`src/rtl/shft_flag_reg.sv`:
```
// Shifter writeback stage: one-entry result buffer plus the flag register, latency 1 cycle.
// Backpressure: shft_rdy drops only while a buffered result is held (wb_vld & !wb_rdy).
module shft_flag_reg (
  input  logic       clkc,
  input  logic       reset,
  input  logic       shft_vld,
  output logic       shft_rdy,
  input  logic [7:0] shft_out,
  input  logic       shft_c,
  input  logic       acc_op,
  input  logic       flg_ld,
  input  logic [7:0] flg_in,
  output logic       wb_vld,
  input  logic       wb_rdy,
  output logic [7:0] wb_data,
  output logic [7:0] flag_reg,
  output logic       carry_bit
);

  logic       accept;
  logic [7:0] nxt_flags;
  logic       nxt_s;
  logic       nxt_z;
  logic       nxt_p;

  assign shft_rdy  = !wb_vld | wb_rdy;
  assign accept    = shft_vld & shft_rdy;
  assign carry_bit = flag_reg[0];

  // Accumulator rotates keep S, Z and P from the previous flag state.
  always_comb begin
    nxt_s = shft_out[7];
    nxt_z = (shft_out == 8'h00);
    nxt_p = ~^shft_out;
    if (acc_op) begin
      nxt_s = flag_reg[7];
      nxt_z = flag_reg[6];
      nxt_p = flag_reg[2];
    end
    nxt_flags = {nxt_s, nxt_z, shft_out[5], 1'b0, shft_out[3], nxt_p, 1'b0, shft_c};
  end

  always_ff @(posedge clkc) begin
    if (reset) begin
      wb_vld   <= 1'b0;
      wb_data  <= 8'h00;
      flag_reg <= 8'h00;
    end else begin
      if (accept) begin
        wb_vld  <= 1'b1;
        wb_data <= shft_out;
      end else if (wb_vld && wb_rdy) begin
        wb_vld  <= 1'b0;
      end

      if (flg_ld) begin
        flag_reg <= flg_in;
      end else if (accept) begin
        flag_reg <= nxt_flags;
      end
    end
  end

endmodule
```
`config.mk`:
```
export PLATFORM = sky130hd
export DESIGN_NAME = shft_flag_reg
export DESIGN_NICKNAME = d
export VERILOG_FILES = /design/src/rtl/shft_flag_reg.sv
export SDC_FILE = /design/constraint.sdc
export NUM_CORES = 1
export LEC_CHECK = 0
export CAP_MARGIN = 30
export CORE_MARGIN = 2
export CORE_UTILIZATION = 30
export CTS_BUF_LIST = sky130_fd_sc_hd__clkbuf_4 sky130_fd_sc_hd__clkbuf_8 sky130_fd_sc_hd__clkbuf_16
export CTS_CLUSTER_SIZE = 8
export DETAILED_ROUTE_END_ITERATION = 10
export PLACE_DENSITY = 0.75
export SLEW_MARGIN = 10
export SYNTH_ARGS = -nofsm -noshare
export SYNTH_HDL_FRONTEND = slang
export SYNTH_SLANG_ARGS = --single-unit
export TNS_END_PERCENT = 5
```
`constraint.sdc`:
```
create_clock -name clkc -period 1.6 [get_ports clkc]
set_clock_uncertainty 0.05 [all_clocks]
set_input_delay 0.32 -clock clkc [delete_from_list [all_inputs] [get_ports clkc]]
set_output_delay 0.32 -clock clkc [all_outputs]
set_load 0.1 [all_outputs]
```
Fig. 1: clock wires, drivers and flops
Scale: 10 px per µm.
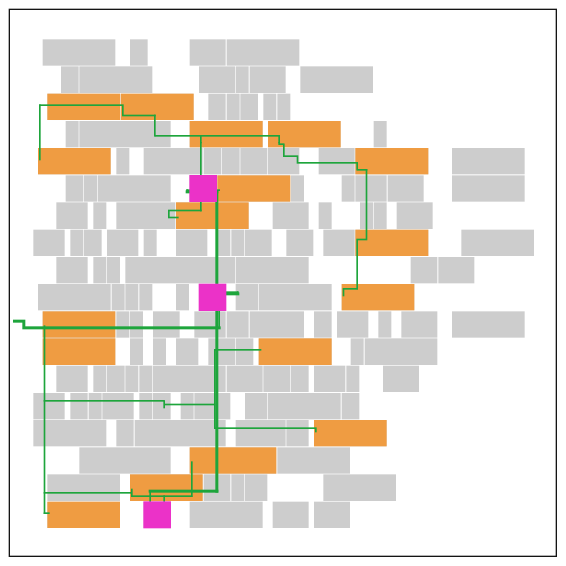
- clock-net drivers: magenta (count 3)
- flip-flops: orange (count 17)
- clock wires: green (length 225 µm)
- routed clock nets: 4
fraction of power consumed by the clock network: 18.7%
power consumed by the clock network: 0.239 mW
insertion delay of the later-clocked pin in the worst-skew pair: 0.30 ns

Fig. 2: placed cells, one colour a class
Scale: 8 px per µm. Fill, decap, tap and diode cells in grey.
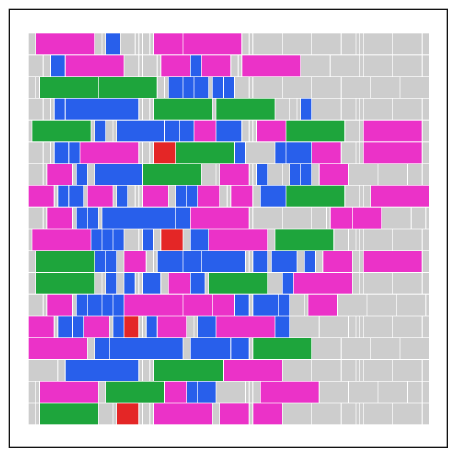
- remaining buffers and delay cells: magenta (cells 50; share of their area 44%)
- remaining logic cells: blue (cells 74; share of their area 31%)
- registers: green (cells 17; share of their area 23%)
- clock drivers and dummy loads: red (cells 4; share of their area 1.8%)

Fig. 3: congestion heat map
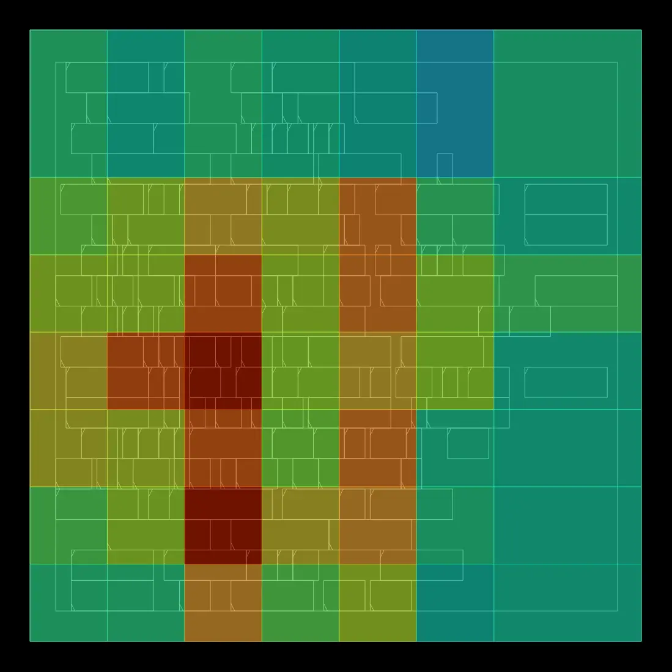
global-route layer with the greatest usage: met2
routing usage on met3: 5.46%
GRT met2 Usage: 32.1%
DR WL/cell: 13.7 µm

Fig. 4: layout detail
Window x 31 to 51, y 31 to 51 µm. Cells in grey, sequential cells in the stronger grey; small squares are vias.
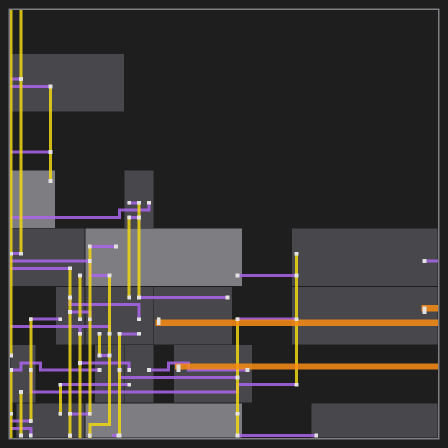
- M2: yellow
- M1: purple
- M3: orange
- most frequent: buf_12 (4), nand2_1 (3), clkdlybuf4s50_1 (3)
- sequential cells in the window: 2
- cells with their middle in the window: 16
- netlist names of flops here include: flag_reg (2)

Fig. 5: PDN straps and rails
Scale: 6 px per µm. Pins as bars on the die edge.
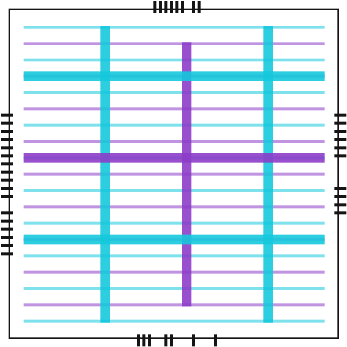
- VSS: cyan
- VDD: purple
- signal pins: 42
- met4 straps: 3
- met1 rails: 19
- rows: 18

==> summary.rpt <==
=== SYNTHESIS / PLACE & ROUTE SUMMARY ===
----------------------------------------------------
[Run status]
  Outcome ........................ finished, final reports clean

[GRT]
  Number of global-route vias before repair ........................ 851
  Global-route wire length before repair ........................ 3.74 mm
  Total GRT Usage ........................ 17.8%
  Initial antenna violation count ........................ 0
  Gr ovfl total ........................ 0
  Pin count of the biggest net entering global routing ........................ 18

[Synthesis]
  Cell area after technology mapping ........................ 767 µm²
  Ys flops ........................ 17
  Synthesized area per cell ........................ 7.91 µm²
  Number of nets at floorplan ........................ 124
  Mux contribution to synthesized area ........................ 0%
  Chip area in the Yosys report ........................ 767 µm²
  Simple share ........................ 21.0%
  Main combinational cell family by area after synthesis ........................ simple AND/OR/NAND/NOR gates
  Top area contributor share ........................ 44.4%
  Total number of yosys warnings ........................ 0
  Synthesized-area fraction occupied by xor and xnor cells ........................ 3.43%
  Yosys adder share ........................ 6.53%
  Synth Seq Share ........................ 44.4%
  Largest area contributor in the synthesized netlist ........................ sky130_fd_sc_hd__dfxtp_1
  Yosys aoi share ........................ 16.0%
  Number of standard cells after synthesis ........................ 97

[Setup path]
  Peak fanout along the critical path ........................ 4
  Cell at the slowest stage of the critical path ........................ sky130_fd_sc_hd__clkdlybuf4s50_1
  Data required time of the critical path ........................ 1.23 ns
  Kind of cell adding the most delay to the critical path ........................ buffers and inverters
  Reg-to-Reg Start ........................ wb_vld
  End of the critical path ........................ shft_rdy
  Data arrival time of the critical path ........................ 1.18 ns
  Start point of the critical path ........................ wb_rdy
  Cell-by-cell trace of the critical path ........................ clkdlybuf4s50_1, nand2b_4, buf_4, buf_12
  Cell count of the worst reg-to-reg path ........................ 5
  Reg2reg end ........................ flag_reg[2]
  Setup slack, reg-to-reg ........................ 0.32 ns
  Cell count along the critical path ........................ 4
  Stage delay of the slowest cell on the critical path ........................ 0.45 ns
  Crit path capture type ........................ primary output
  Startpoint type of the worst setup path ........................ input port
  Number of buffer and inverter stages on the critical path ........................ 3
  Critical path start-end classification ........................ in -> out

[Floorplan]
  IO Count ........................ 42
  Starting density of the core ........................ 31.2%
  Die span in x ........................ 54.6 µm
  Die height ........................ 54.6 µm
  Area of the core ........................ 0.00245 mm²
  Cell Rows ........................ 18
  Area of the die ........................ 0.00298 mm²

[Final layout]
  Count of non-filler cells in the finished layout ........................ 175
  Inserted Diodes ........................ 0
  Fraction of the core area covered by cells at the end of the flow ........................ 63.3%
  Total non-filler cell area in the finished layout ........................ 0.00155 mm²
  Share of final-layout standard cells stronger than drive strength 1 ........................ 31.7%
  Final nets ........................ 173

[Hold path]
  Cell depth of the worst min-delay path ........................ 3
  Worst hold path startpoint ........................ shft_out[0]
  Worst hold-check path type ........................ in -> reg
  Endpoint, Worst Hold ........................ wb_data[0]

[Final timing]
  Number of pins with negative max-slew slack in the final report ........................ 0
  Hold WS ........................ 0.364 ns
  Slew at the pin closest to its max-slew limit ........................ 0.407 ns
  Maximum frequency from static timing analysis ........................ 644 MHz
  Max-slew headroom at the worst pin ........................ 72.8%
  Share of the clock period used by the worst path after layout ........................ 97.1%
  Final critical-path setup slack ........................ 0.0462 ns
  Aggregate negative setup slack ........................ 0 ns
  Number of endpoints with negative hold slack in the final report ........................ 0
  Setup repair after global routing missed its margin ........................ false
  Time the final worst path needs with I/O delays and setup ........................ 1.55 ns

[Route]
  Wire length the detailed router placed on met1 ........................ 897 µm
  Number of search-and-repair iterations in the first detailed-routing pass ........................ 3
  Vias per std cell ........................ 4.84
  Topmost layer with routed signal wires ........................ met4
  Post-route ant nets ........................ 0
  Post-route DRC violation count ........................ 0
  Length of routed met2 wiring ........................ 1.22 mm
  Vias post-DR ........................ 847
  Routed wire length ........................ 2.41 mm
  Initial DRC count ........................ 4
  Routed met3 length ........................ 216 µm

[Place]
  Routability congestion estimate ........................ 0.688
  PortBufs ........................ 41
  DP HPWL ........................ 1.78 mm
  Placed Cells incl. Taps ........................ 171
  Minimum setup slack after placement ........................ -0.558 ns

[Clock tree]
  Total clock buffers created by CTS ........................ 3
  Buffer levels on the longest clock path ........................ 2
  Post-CTS repair timing setup buffer count ........................ 0
  CTS Hold Buffers Added ........................ 0
  Clock transition time at the flip-flop clock pins of the worst setup and hold paths ........................ 0.10 ns
  Number of instances resized during post-cts repair ........................ 17
  Number of sinks handled by clock tree synthesis ........................ 17
  H-Tree Depth ........................ 1
  Root buffer cell ........................ sky130_fd_sc_hd__clkbuf_4
  Clock tree from TritonCTS ........................ yes

[Power]
  Max IR drop VDD ........................ 765 µV
  Reg power frac ........................ 37.7%
  Overall power of the completed layout ........................ 1.28 mW
  Part of the total power dissipated in combinational logic ........................ 43.6%
  Pleak ........................ 0.651 nW
  Power per Cell Area ........................ 823 mW/mm²
  Net Sw Frac ........................ 39.4%

[Run]
  Max-cap violations ........................ 0
  Total number of warnings across the stage logs ........................ 27

----------------------------------------------------
## cell usage in the layout, fill, tap and decap left out, drive strengths merged, types with 2 or more instances in the layout
master	Yosys	layout
inv	10	10
buf	3	28
nand3	2	2
dfxtp	17	17
or3	3	3
clkdlybuf4s50	0	14
ha	4	4
a311oi	6	6
a21oi	11	11
xnor2	2	2
clkbuf	3	3
nor2	6	6
nand2	23	23
dlygate4sd2	0	8
o21ai	3	3
## layout make-up
class	count	area, µm²
multi-input combinational	64	437
clock buffer	3	22.5
tap	30	37.5
clock inverter	1	5.00
inverter	10	37.5
fill	206	901
sequential	17	344
timing repair buffer	50	671
## cell usage after synthesis
cell	instances
sky130_fd_sc_hd__xnor2_1	2
sky130_fd_sc_hd__or3_1	3
sky130_fd_sc_hd__dfxtp_1	17
sky130_fd_sc_hd__nand3_1	2
sky130_fd_sc_hd__buf_4	1
sky130_fd_sc_hd__buf_2	2
sky130_fd_sc_hd__nand2_1	22
sky130_fd_sc_hd__and2_1	1
sky130_fd_sc_hd__ha_1	4
sky130_fd_sc_hd__nand4_1	1
sky130_fd_sc_hd__a21oi_1	11
sky130_fd_sc_hd__xor2_1	1
sky130_fd_sc_hd__nor2_1	6
sky130_fd_sc_hd__a311oi_1	6
sky130_fd_sc_hd__nand2b_2	1
sky130_fd_sc_hd__inv_1	10
sky130_fd_sc_hd__clkbuf_1	3
sky130_fd_sc_hd__o21ai_0	3
sky130_fd_sc_hd__nand2_2	1
## power by group through the flow
stage | Clock [mW] | Combinational (mW) | Sequential, mW
4_1_cts | 0.245 | 0.549 | 0.482
3_5_place_dp | 0 | 0.534 | 0.492
3_3_place_gp | 0 | 0.526 | 0.490
2_1_floorplan | 0 | 0.115 | 0.671
5_1_grt | 0.263 | 0.582 | 0.485
6_report | 0.239 | 0.558 | 0.482
Power is estimated from default activity; no workload was simulated.
